===== config.mk =====
export PLATFORM = sky130hd
export DESIGN_NAME = uart_rx_fifo
export DESIGN_NICKNAME = d
export VERILOG_FILES = /design/src/rtl/uart_rx_fifo.sv
export SDC_FILE = /design/constraint.sdc
export NUM_CORES = 1
export LEC_CHECK = 0
export CAP_MARGIN = 40
export CORE_ASPECT_RATIO = 0.9
export CORE_MARGIN = 5
export CORE_UTILIZATION = 30
export DETAILED_ROUTE_END_ITERATION = 10
export GPL_ROUTABILITY_DRIVEN = 0
export GPL_TIMING_DRIVEN = 0
export RECOVER_POWER = 100
export SYNTH_ARGS = -nofsm -noshare
export SYNTH_HDL_FRONTEND = slang
export SYNTH_SLANG_ARGS = --single-unit

===== constraint.sdc =====
create_clock -name clk -period 4.2 [get_ports clk]
set_clock_uncertainty 0.05 [all_clocks]
set_input_delay 0.42 -clock clk [delete_from_list [all_inputs] [get_ports clk]]
set_output_delay 0.42 -clock clk [all_outputs]
set_load 0.01 [all_outputs]

===== src/rtl/uart_rx_fifo.sv =====
// UART receiver with oversampled mid-bit sampling, optional parity, 1/2 stop bits,
// feeding a show-ahead receive FIFO with sticky error flags.
module uart_rx_fifo #(
  parameter int unsigned DATA_W     = 8,
  parameter int unsigned FIFO_DEPTH = 16,
  parameter int unsigned OSR        = 16
) (
  input  logic                          clk,
  input  logic                          rst_n,
  input  logic                          rx_i,
  input  logic [15:0]                   divider_i,
  input  logic                          parity_en_i,
  input  logic                          parity_odd_i,
  input  logic                          two_stop_i,
  input  logic                          flush_i,
  input  logic                          rd_en_i,
  input  logic                          err_clr_i,
  output logic [DATA_W-1:0]             rd_data_o,
  output logic                          rd_valid_o,
  output logic [$clog2(FIFO_DEPTH):0]   count_o,
  output logic                          full_o,
  output logic                          empty_o,
  output logic                          parity_err_o,
  output logic                          framing_err_o,
  output logic                          overrun_err_o,
  output logic                          busy_o
);

  localparam int unsigned AW = $clog2(FIFO_DEPTH);
  localparam int unsigned CW = AW + 1;
  localparam int unsigned OW = $clog2(OSR);
  localparam int unsigned BW = $clog2(DATA_W + 1);

  typedef enum logic [2:0] {RX_IDLE, RX_START, RX_SHIFT, RX_PARITY, RX_STOP} state_t;

  state_t              state, state_n;
  logic                rx_s1, rx_s2, rx_q;
  logic [15:0]         div_cnt, div_m1;
  logic                tick;
  logic [OW-1:0]       os_cnt, os_cnt_n;
  logic [BW-1:0]       bit_cnt, bit_cnt_n;
  logic [DATA_W-1:0]   shreg, shreg_n;
  logic                cfg_par, cfg_par_n, cfg_odd, cfg_odd_n, cfg_two, cfg_two_n;
  logic                par_bad, par_bad_n, fr_bad, fr_bad_n;
  logic                done, mid_half, mid_full;
  logic                push_req, push_par, fr_ev;
  logic [DATA_W-1:0]   push_word;

  // Synchronizer plus one extra stage for falling-edge detection
  always_ff @(posedge clk or negedge rst_n) begin
    if (!rst_n) begin
      rx_s1 <= 1'b1;
      rx_s2 <= 1'b1;
      rx_q  <= 1'b1;
    end else begin
      rx_s1 <= rx_i;
      rx_s2 <= rx_s1;
      rx_q  <= rx_s2;
    end
  end

  assign div_m1 = (divider_i == 16'd0) ? 16'd0 : 16'(divider_i - 16'd1);
  assign tick   = (state != RX_IDLE) && (div_cnt == div_m1);

  always_ff @(posedge clk or negedge rst_n) begin
    if (!rst_n)                         div_cnt <= 16'd0;
    else if (state == RX_IDLE || tick)  div_cnt <= 16'd0;
    else                                div_cnt <= 16'(div_cnt + 16'd1);
  end

  assign mid_half = tick && (os_cnt == OW'(OSR / 2 - 1));
  assign mid_full = tick && (os_cnt == OW'(OSR - 1));

  always_comb begin
    state_n   = state;
    os_cnt_n  = os_cnt;
    bit_cnt_n = bit_cnt;
    shreg_n   = shreg;
    cfg_par_n = cfg_par;
    cfg_odd_n = cfg_odd;
    cfg_two_n = cfg_two;
    par_bad_n = par_bad;
    fr_bad_n  = fr_bad;
    done      = 1'b0;
    if (tick) os_cnt_n = OW'(os_cnt + 1'b1);
    case (state)
      RX_IDLE: begin
        os_cnt_n  = '0;
        bit_cnt_n = '0;
        if (rx_q && !rx_s2) begin
          state_n   = RX_START;
          cfg_par_n = parity_en_i;
          cfg_odd_n = parity_odd_i;
          cfg_two_n = two_stop_i;
          par_bad_n = 1'b0;
          fr_bad_n  = 1'b0;
        end
      end
      RX_START: begin
        if (mid_half) begin
          os_cnt_n = '0;
          state_n  = rx_s2 ? RX_IDLE : RX_SHIFT;
        end
      end
      RX_SHIFT: begin
        if (mid_full) begin
          os_cnt_n  = '0;
          shreg_n   = {rx_s2, shreg[DATA_W-1:1]};
          bit_cnt_n = BW'(bit_cnt + 1'b1);
          if (bit_cnt == BW'(DATA_W - 1)) begin
            bit_cnt_n = '0;
            state_n   = cfg_par ? RX_PARITY : RX_STOP;
          end
        end
      end
      RX_PARITY: begin
        if (mid_full) begin
          os_cnt_n  = '0;
          par_bad_n = rx_s2 != ((^shreg) ^ cfg_odd);
          state_n   = RX_STOP;
        end
      end
      RX_STOP: begin
        // Leave at the last stop-bit centre so the next start edge is caught early
        if (mid_full) begin
          os_cnt_n = '0;
          fr_bad_n = fr_bad | !rx_s2;
          if (!cfg_two || bit_cnt == BW'(1)) begin
            state_n = RX_IDLE;
            done    = 1'b1;
          end else begin
            bit_cnt_n = BW'(bit_cnt + 1'b1);
          end
        end
      end
      default: state_n = RX_IDLE;
    endcase
  end

  always_ff @(posedge clk or negedge rst_n) begin
    if (!rst_n) begin
      state     <= RX_IDLE;
      os_cnt    <= '0;
      bit_cnt   <= '0;
      shreg     <= '0;
      cfg_par   <= 1'b0;
      cfg_odd   <= 1'b0;
      cfg_two   <= 1'b0;
      par_bad   <= 1'b0;
      fr_bad    <= 1'b0;
      push_req  <= 1'b0;
      push_par  <= 1'b0;
      fr_ev     <= 1'b0;
      push_word <= '0;
      busy_o    <= 1'b0;
    end else begin
      state     <= state_n;
      os_cnt    <= os_cnt_n;
      bit_cnt   <= bit_cnt_n;
      shreg     <= shreg_n;
      cfg_par   <= cfg_par_n;
      cfg_odd   <= cfg_odd_n;
      cfg_two   <= cfg_two_n;
      par_bad   <= par_bad_n;
      fr_bad    <= fr_bad_n;
      push_req  <= done && !fr_bad_n;
      push_par  <= done && !fr_bad_n && par_bad_n;
      fr_ev     <= done && fr_bad_n;
      push_word <= shreg_n;
      busy_o    <= state_n != RX_IDLE;
    end
  end

  logic [DATA_W-1:0] mem [FIFO_DEPTH];
  logic [AW-1:0]     wr_ptr, rd_ptr, wr_ptr_n, rd_ptr_n;
  logic [CW-1:0]     count_n;
  logic [DATA_W-1:0] head_n;
  logic              pop_ok, wr_ok, ovr_ev;

  // FIFO pointer/occupancy update and registered show-ahead head
  always_comb begin
    pop_ok   = rd_en_i && rd_valid_o;
    wr_ok    = push_req && !flush_i && (!full_o || pop_ok);
    ovr_ev   = push_req && !flush_i && full_o && !pop_ok;
    wr_ptr_n = wr_ptr;
    rd_ptr_n = rd_ptr;
    count_n  = count_o;
    if (flush_i) begin
      wr_ptr_n = '0;
      rd_ptr_n = '0;
      count_n  = '0;
    end else begin
      if (wr_ok)  wr_ptr_n = AW'(wr_ptr + 1'b1);
      if (pop_ok) rd_ptr_n = AW'(rd_ptr + 1'b1);
      count_n = CW'(count_o + CW'(wr_ok) - CW'(pop_ok));
    end
    if (count_n == '0)                      head_n = '0;
    else if (wr_ok && wr_ptr == rd_ptr_n)   head_n = push_word;
    else                                    head_n = mem[rd_ptr_n];
  end

  always_ff @(posedge clk) begin
    if (wr_ok) mem[wr_ptr] <= push_word;
  end

  always_ff @(posedge clk or negedge rst_n) begin
    if (!rst_n) begin
      wr_ptr        <= '0;
      rd_ptr        <= '0;
      count_o       <= '0;
      full_o        <= 1'b0;
      empty_o       <= 1'b1;
      rd_valid_o    <= 1'b0;
      rd_data_o     <= '0;
      parity_err_o  <= 1'b0;
      framing_err_o <= 1'b0;
      overrun_err_o <= 1'b0;
    end else begin
      wr_ptr     <= wr_ptr_n;
      rd_ptr     <= rd_ptr_n;
      count_o    <= count_n;
      full_o     <= count_n == CW'(FIFO_DEPTH);
      empty_o    <= count_n == '0;
      rd_valid_o <= count_n != '0;
      rd_data_o  <= head_n;
      if (push_par)       parity_err_o <= 1'b1;
      else if (err_clr_i) parity_err_o <= 1'b0;
      if (fr_ev)          framing_err_o <= 1'b1;
      else if (err_clr_i) framing_err_o <= 1'b0;
      if (ovr_ev)         overrun_err_o <= 1'b1;
      else if (err_clr_i) overrun_err_o <= 1'b0;
    end
  end

endmodule


==> results.cfg <==
; flow metrics
[status]
status = complete, but fails checks
violations = capacitance limit, slew limit

[cells_and_area]
fin_nets = 827
diodes = 0

[setup_path]
end_kind = flop
slowest_stage = nor4_1
cp_cell_sequence = clkdlybuf4s50_1, nor4_1, nand4_1, nor3_1, o221ai_1, a211oi_2, and3_2, clkbuf_1, nand4_1, nor3b_2, a21boi_1
cp_num_cells = 11
critical_path_arrival_ps = 4260
path_class = in2reg
rr_startpoint = rd_valid_o
cp-startpoint = divider_i[15]
reg2regPathDepth = 14

[sta]
tightestPinTransition_ps = 2020
slew_violations = 36
fin_crit_sh_pct = 93.75
whs_ps = 312.2
setup-tns-final_ps = 0
hold_viol = 0

[synthesis]
flop_cell = edfxtp_1
top_area_cell = edfxtp_1
yosysWarnings = 0
async_reset_ff_share_pct = 36.63
ys_cells = 710
synth_cells = 710
postSynthSeqShare_pct = 60.37
yosys-top-cells-count = edfxtp_1, dfrtp_1, mux2i_1, nor2_1
ys_sh_xor_pct = 5.181

[routing]
dr.pass1.iters = 5
drt-initial-drc-count = 449
route.detailed.drc = 0
drt-met1-wl_um = 10220
drtAntennaViolNets = 0
post_drt_wl_per_cell_um = 16.65
wl_met2_um = 8832

[clock_network]
postCtsSetupBuffers = 0
cts_max_path_buffers = 3
cts_tree = yes

[grt]
grt_overflow = 0
top_usage_layer = met2
grt_use_met1_pct = 17.37

[floorplanning]
initial_core_util_pct = 30.47
die_h_um = 178.3
die_width_um = 197.0

[pwr]
p_total_mw = 4.605
power.density_nw_per_um2 = 415.8

[run]
maxCapViolCount = 1

[min_path]
min-delay-start = rx_s1
[per-stage QoR]
stage | cell area [um2] | instances | worst slack [ps]
after floorplan | 9443 | 710 | 742.3
after global placement | 10380 | 1161 | -376.3
after detailed placement | 10490 | 1172 | -495.6
after CTS | 11150 | 1211 | 32.47
after global routing | 11070 | 1210 | 25.19
final | 11070 | 1210 | 262.4
[area by class of cell]
cell class                      count  area [um2]
Buffer                             25       107.6
Clock buffer                       29       565.5
Clock inverter                      9       83.83
Fill cell                        3090       19910
Inverter                           27       101.3
Multi-Input combinational cell    455        3530
Sequential cell                   202        5700
Tap cell                          409       511.7
Timing Repair Buffer               54       474.2
[placed cells by master (no fill, tap or decap), types with 6 or more instances in the layout]
cell and count:
a211oi_1 8, a21oi_1 21, and2_0 6, and3_1 7, clkbuf_1 36, clkbuf_16 21
clkdlybuf4s50_1 19, dfrtp_1 70, dlygate4sd3_1 23, edfxtp_1 128, ha_1 15, inv_1 27
mux2_2 12, mux2i_1 67, mux4_2 16, nand2_1 28, nand3_1 21, nand3b_1 7
nand4_1 8, nor2_1 58, nor2b_1 12, nor3_1 23, nor4_1 11, o21ai_0 10
xnor2_1 28, xor2_1 26
[what timing repair did]
item / in CTS / in global routing
endpoints found under the setup margin: 0 / 10
resized: 0 / 1
hold buffers: 1 / 0
hold endpoints to repair: 34 / 0
[report_power, final]
part           internal, mW  switching (mW)
Clock                  1.01           0.734
Sequential             2.16          0.0421
Combinational         0.286           0.374
Total                  3.46            1.15
[flip-flops by register name, indices dropped and copies added, names as in the netlist, 3 cells and up]
signal	cells
push_word	8
bit_cnt	4
os_cnt	4
rd_data_o	8
mem	128
wr_ptr	4
count_o	5
state	3
div_cnt	16
rd_ptr	4
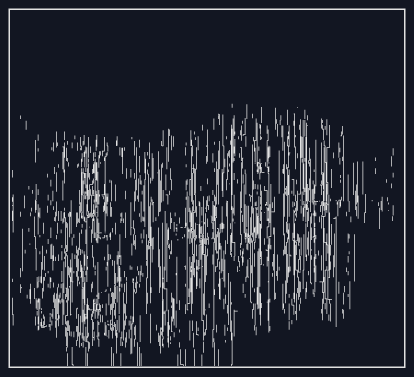
(images/met2.png)
Drawn at 2 px/um.
share of all routed wire: 44%
wire length on this layer: 8,830 um
longest straight run: 59.2 um
via count: 5,769
met2 Track Usage GR: 17.80%

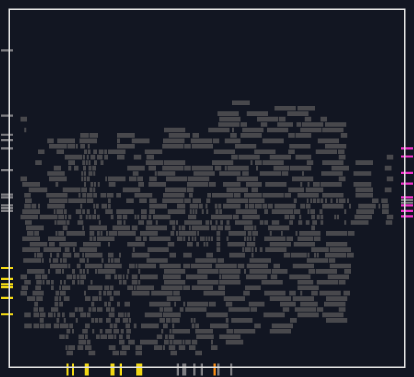
(images/pins.png)
Drawn at 2 px/um. Pins as bars across the die edge, other pins in grey.
| colour | port | pins | direction | edge |
|---|---|---|---|---|
| orange | `flush_i` | 1 | input | south |
| magenta | `rd_data_o` | 8 | output | east |
| yellow | `divider_i` | 16 | input | 10 south, 6 west |

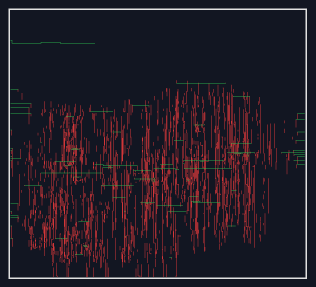
(images/metal_stack.png)
Drawn at 1.5 px/um. Two of the layers only.
| colour | layer | wire length |
|---|---|---|
| green | met3 | 699 um |
| red | met2 | 8,830 um |
GR Util All Layers: 11.61%
Post-Route WL: 20,140 um

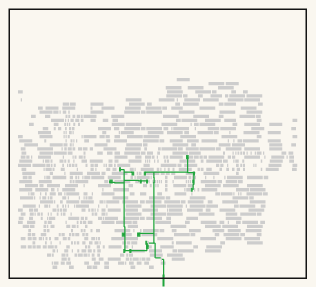
(images/port_nets.png)
Drawn at 1.5 px/um.
| colour | port | bits | direction | end cells | buffers | wire |
|---|---|---|---|---|---|---|
| green | `flush_i` | 1 | input | 16 | 2 | 260 um |
Ports: 45
# port buffers: 42

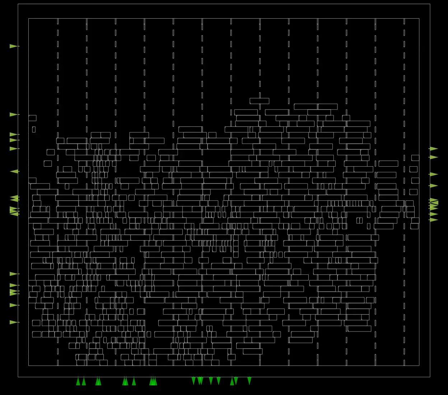
(images/final_placement.png)
Fillers: 3,090
flop share of the area: 51.47%
core footprint: 30,990 um2

